[config.mk]
export PLATFORM = sky130hd
export DESIGN_NAME = spi_leader_engine_flat
export DESIGN_NICKNAME = d
export VERILOG_FILES = /design/src/rtl/spi_leader_engine_if.sv /design/src/rtl/spi_leader_engine.sv /design/src/flat_wrapper.sv
export SDC_FILE = /design/constraint.sdc
export NUM_CORES = 1
export LEC_CHECK = 0
export ABC_AREA = 1
export CAP_MARGIN = 30
export CORE_AREA = 10 10 127 106
export DETAILED_ROUTE_END_ITERATION = 7
export DIE_AREA = 0 0 137 116
export GPL_TIMING_DRIVEN = 0
export MAX_ROUTING_LAYER = met4
export PLACE_DENSITY = 0.8
export SKIP_CTS_REPAIR_TIMING = 1
export SYNTH_ARGS = -nofsm -noshare
export SYNTH_HDL_FRONTEND = slang
export SYNTH_SLANG_ARGS = --single-unit
[constraint.sdc]
create_clock -name clk -period 3.35 [get_ports clk]
set_clock_uncertainty 0.2 [all_clocks]
set_input_delay 0.67 -clock clk [delete_from_list [all_inputs] [get_ports clk]]
set_output_delay 0.67 -clock clk [all_outputs]
set_load 0.01 [all_outputs]
[src/rtl/spi_leader_engine_if.sv]
// CPU-side handshake bundle for spi_leader_engine: tx request/config in, rx result and status out.
// Purely combinational wiring; backpressure is carried by tx_ready.
interface spi_leader_engine_if #(
    parameter int DATA_W = 16,
    parameter int NUM_CS = 4,
    parameter int DIV_W  = 8
);
    localparam int LEN_W = $clog2(DATA_W + 1);
    localparam int CSW   = (NUM_CS > 1) ? $clog2(NUM_CS) : 1;

    logic              tx_valid;
    logic              tx_ready;
    logic [DATA_W-1:0] tx_data;
    logic              cfg_cpol;
    logic              cfg_cpha;
    logic              cfg_lsb_first;
    logic [DIV_W-1:0]  cfg_div;
    logic [LEN_W-1:0]  cfg_len;
    logic [CSW-1:0]    cfg_cs_sel;
    logic [DATA_W-1:0] rx_data;
    logic              rx_valid;
    logic              busy;

    modport master (
        output tx_valid, tx_data, cfg_cpol, cfg_cpha, cfg_lsb_first, cfg_div, cfg_len, cfg_cs_sel,
        input  tx_ready, rx_data, rx_valid, busy
    );

    modport slave (
        input  tx_valid, tx_data, cfg_cpol, cfg_cpha, cfg_lsb_first, cfg_div, cfg_len, cfg_cs_sel,
        output tx_ready, rx_data, rx_valid, busy
    );
endinterface

[src/rtl/spi_leader_engine.sv]
// SPI leader: one 1..DATA_W-bit frame per accepted request; cs_n falls the cycle after accept, rx_valid at +(2*len+1)*H.
// Backpressure: tx_ready low from accept until the rx_valid cycle; requests arriving while busy are not queued.
module spi_leader_engine #(
    parameter int DATA_W = 16,
    parameter int NUM_CS = 4,
    parameter int DIV_W  = 8
) (
    input  logic               clk,
    input  logic               rst,
    spi_leader_engine_if.slave bus,
    output logic               sclk,
    output logic               mosi,
    input  logic               miso,
    output logic [NUM_CS-1:0]  cs_n
);
    localparam int LEN_W = $clog2(DATA_W + 1);
    localparam int CSW   = (NUM_CS > 1) ? $clog2(NUM_CS) : 1;
    localparam int EW    = LEN_W + 1;

    typedef enum logic [1:0] {IDLE, SETUP, XFER, HOLD} state_t;

    typedef struct packed {
        logic             cpol;
        logic             cpha;
        logic             lsb_first;
        logic [DIV_W-1:0] div;
        logic [LEN_W-1:0] len;
    } cfg_t;

    state_t            state;
    cfg_t              cfg;
    logic [DIV_W-1:0]  cnt;
    logic [EW-1:0]     edge_cnt;
    logic [DATA_W-1:0] tx_sr;
    logic [DATA_W-1:0] rx_sr;

    logic              accept;
    logic [LEN_W-1:0]  len_eff;
    logic [LEN_W-1:0]  tx_pad;
    logic [LEN_W-1:0]  rx_pad;
    logic [DATA_W-1:0] tx_aligned;
    logic              tx_first;
    logic              tx_head;
    logic [NUM_CS-1:0] cs_dec;
    logic [EW-1:0]     edge_nxt;
    logic              sample_edge;
    logic              last_edge;

    function automatic logic [DATA_W-1:0] advance(input logic [DATA_W-1:0] v, input logic lsb);
        return lsb ? (v >> 1) : (v << 1);
    endfunction

    assign accept  = (state == IDLE) && bus.tx_valid && bus.tx_ready;
    assign len_eff = (bus.cfg_len == '0 || bus.cfg_len > LEN_W'(DATA_W)) ? LEN_W'(DATA_W) : bus.cfg_len;
    assign tx_pad  = LEN_W'(DATA_W) - len_eff;
    assign rx_pad  = LEN_W'(DATA_W) - cfg.len;

    // MSB-first payloads are pre-shifted so the first bit always sits at the top of the shifter.
    assign tx_aligned = bus.cfg_lsb_first ? bus.tx_data : (bus.tx_data << tx_pad);
    assign tx_first   = bus.cfg_lsb_first ? tx_aligned[0] : tx_aligned[DATA_W-1];
    assign tx_head    = cfg.lsb_first ? tx_sr[0] : tx_sr[DATA_W-1];

    assign edge_nxt    = edge_cnt + 1'b1;
    assign sample_edge = cfg.cpha ? ~edge_nxt[0] : edge_nxt[0];
    assign last_edge   = (edge_nxt == {cfg.len, 1'b0});

    always_comb begin
        cs_dec = '1;
        for (int i = 0; i < NUM_CS; i++) begin
            if (bus.cfg_cs_sel == CSW'(i)) cs_dec[i] = 1'b0;
        end
    end

    always_ff @(posedge clk) begin
        if (rst) begin
            state        <= IDLE;
            cfg          <= '0;
            cnt          <= '0;
            edge_cnt     <= '0;
            tx_sr        <= '0;
            rx_sr        <= '0;
            bus.tx_ready <= 1'b0;
            bus.busy     <= 1'b0;
            bus.rx_valid <= 1'b0;
            bus.rx_data  <= '0;
            sclk         <= 1'b0;
            mosi         <= 1'b0;
            cs_n         <= '1;
        end else begin
            bus.rx_valid <= 1'b0;
            case (state)
                IDLE: begin
                    bus.tx_ready <= 1'b1;
                    if (accept) begin
                        state         <= SETUP;
                        cfg.cpol      <= bus.cfg_cpol;
                        cfg.cpha      <= bus.cfg_cpha;
                        cfg.lsb_first <= bus.cfg_lsb_first;
                        cfg.div       <= bus.cfg_div;
                        cfg.len       <= len_eff;
                        cnt           <= bus.cfg_div;
                        edge_cnt      <= '0;
                        rx_sr         <= '0;
                        bus.tx_ready  <= 1'b0;
                        bus.busy      <= 1'b1;
                        sclk          <= bus.cfg_cpol;
                        cs_n          <= cs_dec;
                        if (bus.cfg_cpha) begin
                            mosi  <= 1'b0;
                            tx_sr <= tx_aligned;
                        end else begin
                            mosi  <= tx_first;
                            tx_sr <= advance(tx_aligned, bus.cfg_lsb_first);
                        end
                    end
                end
                SETUP, XFER: begin
                    if (cnt != '0) begin
                        cnt <= cnt - 1'b1;
                    end else begin
                        cnt      <= cfg.div;
                        sclk     <= ~sclk;
                        edge_cnt <= edge_nxt;
                        state    <= last_edge ? HOLD : XFER;
                        if (sample_edge) begin
                            rx_sr <= cfg.lsb_first ? {miso, rx_sr[DATA_W-1:1]} : {rx_sr[DATA_W-2:0], miso};
                        end else if (!last_edge) begin
                            // With CPHA=0 the final trailing edge has no bit left to drive.
                            mosi  <= tx_head;
                            tx_sr <= advance(tx_sr, cfg.lsb_first);
                        end
                    end
                end
                HOLD: begin
                    if (cnt != '0) begin
                        cnt <= cnt - 1'b1;
                    end else begin
                        state        <= IDLE;
                        cs_n         <= '1;
                        bus.rx_data  <= cfg.lsb_first ? (rx_sr >> rx_pad) : rx_sr;
                        bus.rx_valid <= 1'b1;
                        bus.tx_ready <= 1'b1;
                        bus.busy     <= 1'b0;
                    end
                end
                default: state <= IDLE;
            endcase
        end
    end
endmodule
[src/flat_wrapper.sv]
// flat-port wrapper written by rule: the top's interface ports become plain ports
module spi_leader_engine_flat 
#(
    parameter int DATA_W = 16,
    parameter int NUM_CS = 4,
    parameter int DIV_W  = 8
)
  (clk, rst, sclk, mosi, miso, cs_n, bus_tx_valid, bus_tx_data, bus_cfg_cpol, bus_cfg_cpha, bus_cfg_lsb_first, bus_cfg_div, bus_cfg_len, bus_cfg_cs_sel, bus_tx_ready, bus_rx_data, bus_rx_valid, bus_busy);
  spi_leader_engine_if #(.DATA_W(DATA_W), .NUM_CS(NUM_CS), .DIV_W(DIV_W)) bus_i ();
  input  logic clk;
  input  logic rst;
  output logic sclk;
  output logic mosi;
  input  logic miso;
  output logic [NUM_CS-1:0] cs_n;
  input wire logic [$bits(bus_i.tx_valid)-1:0] bus_tx_valid;
  input wire logic [$bits(bus_i.tx_data)-1:0] bus_tx_data;
  input wire logic [$bits(bus_i.cfg_cpol)-1:0] bus_cfg_cpol;
  input wire logic [$bits(bus_i.cfg_cpha)-1:0] bus_cfg_cpha;
  input wire logic [$bits(bus_i.cfg_lsb_first)-1:0] bus_cfg_lsb_first;
  input wire logic [$bits(bus_i.cfg_div)-1:0] bus_cfg_div;
  input wire logic [$bits(bus_i.cfg_len)-1:0] bus_cfg_len;
  input wire logic [$bits(bus_i.cfg_cs_sel)-1:0] bus_cfg_cs_sel;
  output wire logic [$bits(bus_i.tx_ready)-1:0] bus_tx_ready;
  output wire logic [$bits(bus_i.rx_data)-1:0] bus_rx_data;
  output wire logic [$bits(bus_i.rx_valid)-1:0] bus_rx_valid;
  output wire logic [$bits(bus_i.busy)-1:0] bus_busy;
  assign bus_i.tx_valid = bus_tx_valid;
  assign bus_i.tx_data = bus_tx_data;
  assign bus_i.cfg_cpol = bus_cfg_cpol;
  assign bus_i.cfg_cpha = bus_cfg_cpha;
  assign bus_i.cfg_lsb_first = bus_cfg_lsb_first;
  assign bus_i.cfg_div = bus_cfg_div;
  assign bus_i.cfg_len = bus_cfg_len;
  assign bus_i.cfg_cs_sel = bus_cfg_cs_sel;
  assign bus_tx_ready = bus_i.tx_ready;
  assign bus_rx_data = bus_i.rx_data;
  assign bus_rx_valid = bus_i.rx_valid;
  assign bus_busy = bus_i.busy;
  spi_leader_engine #(.DATA_W(DATA_W), .NUM_CS(NUM_CS), .DIV_W(DIV_W)) u_core (.clk(clk), .rst(rst), .bus(bus_i), .sclk(sclk), .mosi(mosi), .miso(miso), .cs_n(cs_n));
endmodule
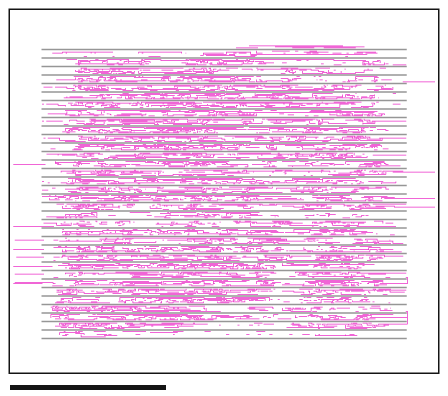
run_1/m1.png
Bar = 50 um. Supply wires on this layer in gray.
wire length on this layer: 9,380 um
nets with wire on the layer: 1,073
share of all routed wire: 49%
longest straight run: 44.2 um
main direction: horizontal
Vias: 7,057
GR met1 Demand/Resource: 0.3499

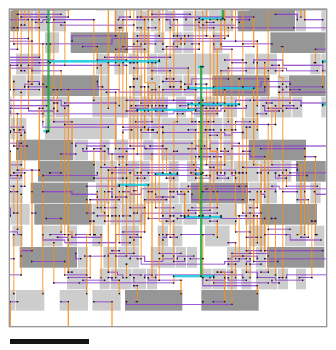
run_1/closeup.png
Bar = 10 um. Region (83, 9) to (123, 49) um. Cells in gray, sequential cells in the stronger gray; small squares are vias.
| layer | color |
|---|---|
| M2 | orange |
| M4 | green |
| M1 | purple |
| M3 | cyan |
most frequent: nand2_1 (24), nor2_1 (21), inv_1 (20)
netlist names of flops here include: u_core.cfg (9), u_core.cnt (8)
sequential cells in the window: 18
cells with their middle in the window: 151

==> flow_summary.yaml, run 1 <==
# implementation run metrics
status:
  outcome: "finished, final reports clean"
place:
  hpwl_mm: 14.74
detailed_routing:
  drt-initial-drc-count: 789
  drt-wirelength-per-cell_um: 15.19
  wl_met1_mm: 9.383
  topRoutingLayerUsed: "met4"
  wirelength_mm: 19.10
  wl_met3_mm: 1.785
setup_path:
  worstSetupPathType: "input port to register"
  crit_path_end_kind: "register"
  crit_path_max_fanout: 10
  worstReg2RegEnd: "u_core.bus.rx_data[3]$_SDFFE_PP0P_"
global_routing:
  grt_max_degree: 16
  grt_usage: 0.2450
  antenna_found_initial: 0
worst_hold_path:
  hp-class: "register to register"
cells_and_area:
  seq_cells: 88
  areaGrowthSynthToFinish_pct: 18.08
  signal_buffers: 117
  fin_area_mm2: 0.007312
  clock_area_frac: 0.03799
  logic_gates: 790
  sh_seq_area: 0.2409
clock_network:
  clock_latency_ns: 0.35
  clock_path_buffers: 2
  cts_sinks: 88
final_timing:
  hold_viol: 0
  finalMaxSlewViolations: 0
  setup_viol: 0
  setup_tns_ns: 0
  relSlewSlack: 0.5821
  fmax_ghz: 0.3134
  finalCritPeriodShare: 0.9525
yosys:
  synth-simple-area-share: 0.3768
  syn_inst: 1034
  ys_seq_share: 0.2845
  synthAoiAreaFrac: 0.1952
  ys_area_mm2: 0.006192
  mux_share: 0.004849
  numSynthFlops: 88
  top_logic_kind: "simple AND/OR/NAND/NOR gates"
  syn_nets: 1081
  synthTopCellsByArea: "dfxtp_1, nand2_1, nand3_1"
  xor_share: 0.01132
power:
  switching_share: 0.4854
  seqPwrFrac: 0.253
  p_int_uw: 3028
  p_per_area_mw_per_mm2: 804.6
job:
  log.warning_count: 29
floorplanning:
  floorplan.core_util: 0.5731
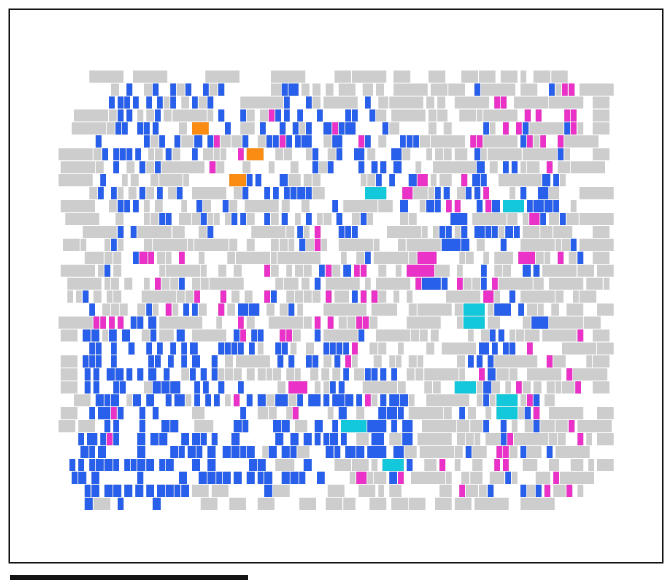
run_1/gates.png
Bar = 50 um.
| family | color | cells |
|---|---|---|
| nand cells | blue | 444 |
| mux cells | orange | 3 |
| fa/ha/maj cells | cyan | 9 |
| nor cells | magenta | 101 |
Top cell excl fill/tap: nand2_1
Comb area share: 0.5163
non-filler cells, final: 1,257

[run 1: state kept, by name, summed over array words and instances (netlist names)]
| signal | count |
|---|---|
| u_core.bus.tx_ready | 1 |
| u_core.rx_sr | 16 |
| u_core.edge_cnt | 6 |
| u_core.cs_n | 4 |
| u_core.cfg | 15 |
| u_core.mosi | 1 |
| u_core.tx_sr | 16 |
| u_core.cnt | 8 |
| u_core.bus.rx_valid | 1 |
| u_core.bus.rx_data | 16 |
| u_core.state | 2 |
| u_core.sclk | 1 |
| u_core.bus.busy | 1 |
[run 1: metal layers]
layer	GRT usage	vias to the layer above
met5	-	-
met4	0.05961	0
met3	0.05969	20
met2	0.3357	260
met1	0.3499	3222
li1	-	3555
[run 1: cell usage after synthesis (all sizes together)]
cell type,instances
o211a,1
ha,9
clkinv,1
nand2,318
nand4,13
buf,25
o21ai,102
clkbuf,28
xor2,6
inv,102
nor2,97
nand3b,5
nor3,3
o221ai,3
o211ai,5
o22ai,5
a31oi,14
o21bai,3
a21oi,80
xnor2,2
o21a,1
a211oi,10
nor2b,1
dfxtp,88
mux2i,3
nand3,108
or2,1
[run 1: critical path, cell delays in order]
cell             delay [ns]
clkdlybuf4s50_1        0.50
inv_2                  0.07
buf_4                  0.17
ha_1                   0.31
inv_2                  0.09
nand2_4                0.06
ha_2                   0.38
buf_4                  0.19
nand3_1                0.12
nand3_1                0.10
nand2_1                0.09
nand2_1                0.11
nand3_1                0.09
nand2_1                0.06
nand3_1                0.10
nand2_1                0.08
inv_1                  0.04
[run 1: kinds of logic (layout without fill, tap and decap cells)]
logic type                 Yosys count  after routing
xor gates and xnor gates             8              8
DFF                                 88             88
AOI/OAI and AO/OA                  224            224
and+or+nand+nor                    546            546
muxes                                3              3
buffers and inverters              156            235
adders and majority gates            9              9
==> run 2, diff against run 1 <==
- CTS_CLUSTER_DIAMETER: unset -> 50
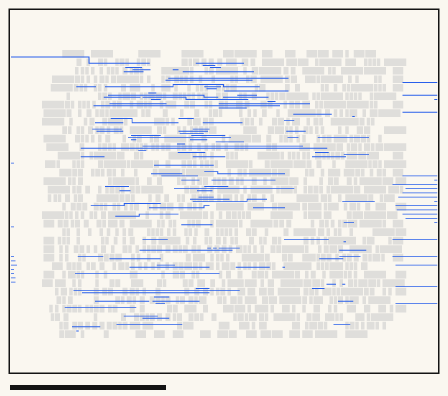
run_2/m3.png
Bar = 50 um. Cells faint in the background.
wire length on this layer: 1,790 um
longest straight run: 78.7 um
share of all routed wire: 9.4%
met3 Resource Use GR: 0.05969
final WL: 19.10 mm

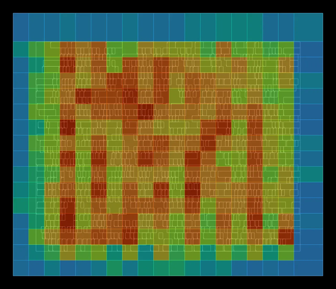
run_2/congestion_map.png
Final Util: 0.6767
GR Layer Usage met2: 0.3357
total track usage: 0.2450
gr busiest metal: met1
WL per Instance: 15.19 um

==> flow_summary.yaml, run 2 <==
# implementation run metrics
final_timing:
  setup_viol: 0
  fmax_ghz: 0.3134
  finalMaxSlewViolations: 0
  setup_tns_ns: 0
  finalCritPeriodShare: 0.9525
  relSlewSlack: 0.5821
  hold_viol: 0
yosys:
  synth-edff-count: 0
  synthArstFlopShare: 0
  synth_top_cell_by_count: "nand2_1"
  ys_seq_share: 0.2845
  numSynthFlops: 88
  syn_nets: 1081
  synthTopCellsByArea: "dfxtp_1, nand2_1, nand3_1"
  synth_top_flop_cell: "dfxtp_1"
  synthTopCellsByCount: "nand2_1, nand3_1, inv_1"
  ys_area_mm2: 0.006192
power:
  switching_share: 0.4854
  seqPwrFrac: 0.253
  p_per_area_mw_per_mm2: 804.6
  p_int_uw: 3028
cells_and_area:
  clock_area_frac: 0.03799
  lay_top_count: "nand2_1"
  comb_area_share: 0.5163
  signal_buffers: 117
  stdcell_count: 1257
  areaGrowthSynthToFinish_pct: 18.08
  fin_area_mm2: 0.007312
  seq_cells: 88
  sh_seq_area: 0.2409
floorplanning:
  floorplan.core_util: 0.5731
setup_path:
  max_stage_delay_ns: 0.50
  crit_path_max_fanout: 10
  crit_path_end_kind: "register"
  path_cells: "clkdlybuf4s50_1 -> inv_2 -> buf_4 -> ha_1 -> inv_2 -> nand2_4 -> ha_2 -> buf_4 -> nand3_1 -> nand3_1 -> nand2_1 -> nand2_1 -> nand3_1 -> nand2_1 -> nand3_1 -> nand2_1 -> inv_1"
  worstSetupPathType: "input port to register"
  cp_slowest_cell: "clkdlybuf4s50_1"
  cp_num_buf_inv: 6
global_routing:
  antenna_found_initial: 0
  grt_max_degree: 16
clock_network:
  clock_latency_ns: 0.35
  cts_sinks: 88
  clock_path_buffers: 2
detailed_routing:
  drt-initial-drc-count: 789
job:
  log.warning_count: 29
status:
  outcome: "finished, final reports clean"
place:
  hpwl_mm: 14.74
-- run 2: kinds of logic (layout without fill, tap and decap cells) --
group / after synthesis / count (layout) / synth area share
xor+xnor: 8 / 8 / 0.01132
mux: 3 / 3 / 0.004850
compound gates: 224 / 224 / 0.1952
buf+inv: 156 / 235 / 0.1091
simple gates: 546 / 546 / 0.3768
fa+ha+maj: 9 / 9 / 0.01819
flops: 88 / 88 / 0.2845
-- run 2: per-layer routing --
| metal | routed length [um] | track usage |
|---|---|---|
| met1 | 9383 | 0.3499 |
| met2 | 7691 | 0.3357 |
| met3 | 1785 | 0.05969 |
| met4 | 234 | 0.05961 |
| met5 | 0 | - |
-- run 2: final timing paths --
path | from | endpoint | slack [ns] | cells after the start
worst max-delay path | bus_cfg_len[4] | u_core.tx_sr[13]$_SDFFE_PP0P_ | 0.16 | 17
worst min-delay path | u_core.cfg[11]$_SDFFE_PP0P_ | u_core.cfg[11]$_SDFFE_PP0P_ | 0.26 | 2
worst max register to register | u_core.cfg[0]$_SDFFE_PP0P_ | u_core.bus.rx_data[3]$_SDFFE_PP0P_ | 0.82 | 10
worst min register to register | u_core.cfg[11]$_SDFFE_PP0P_ | u_core.cfg[11]$_SDFFE_PP0P_ | 0.26 | 2
-- run 2: power by group through the flow --
stage               Sequential [uW]  Combinational (uW)  Clock, uW
floorplan                      1480                2510          0
global placement               1500                3270          0
detailed placement             1510                3310          0
CTS                            1490                3340        987
global route                   1520                3810       1030
finish                         1490                3420        976
-- run 2: worst min-delay path, delay by kind of cell, from the launching register on --
family | cells | cell delay, ns
AND-OR/OR-AND | 1 | 0.06
buffers and inverters | 1 | 0.06
flip-flops | 1 | 0.30
Power and IR drop assume default switching activity.
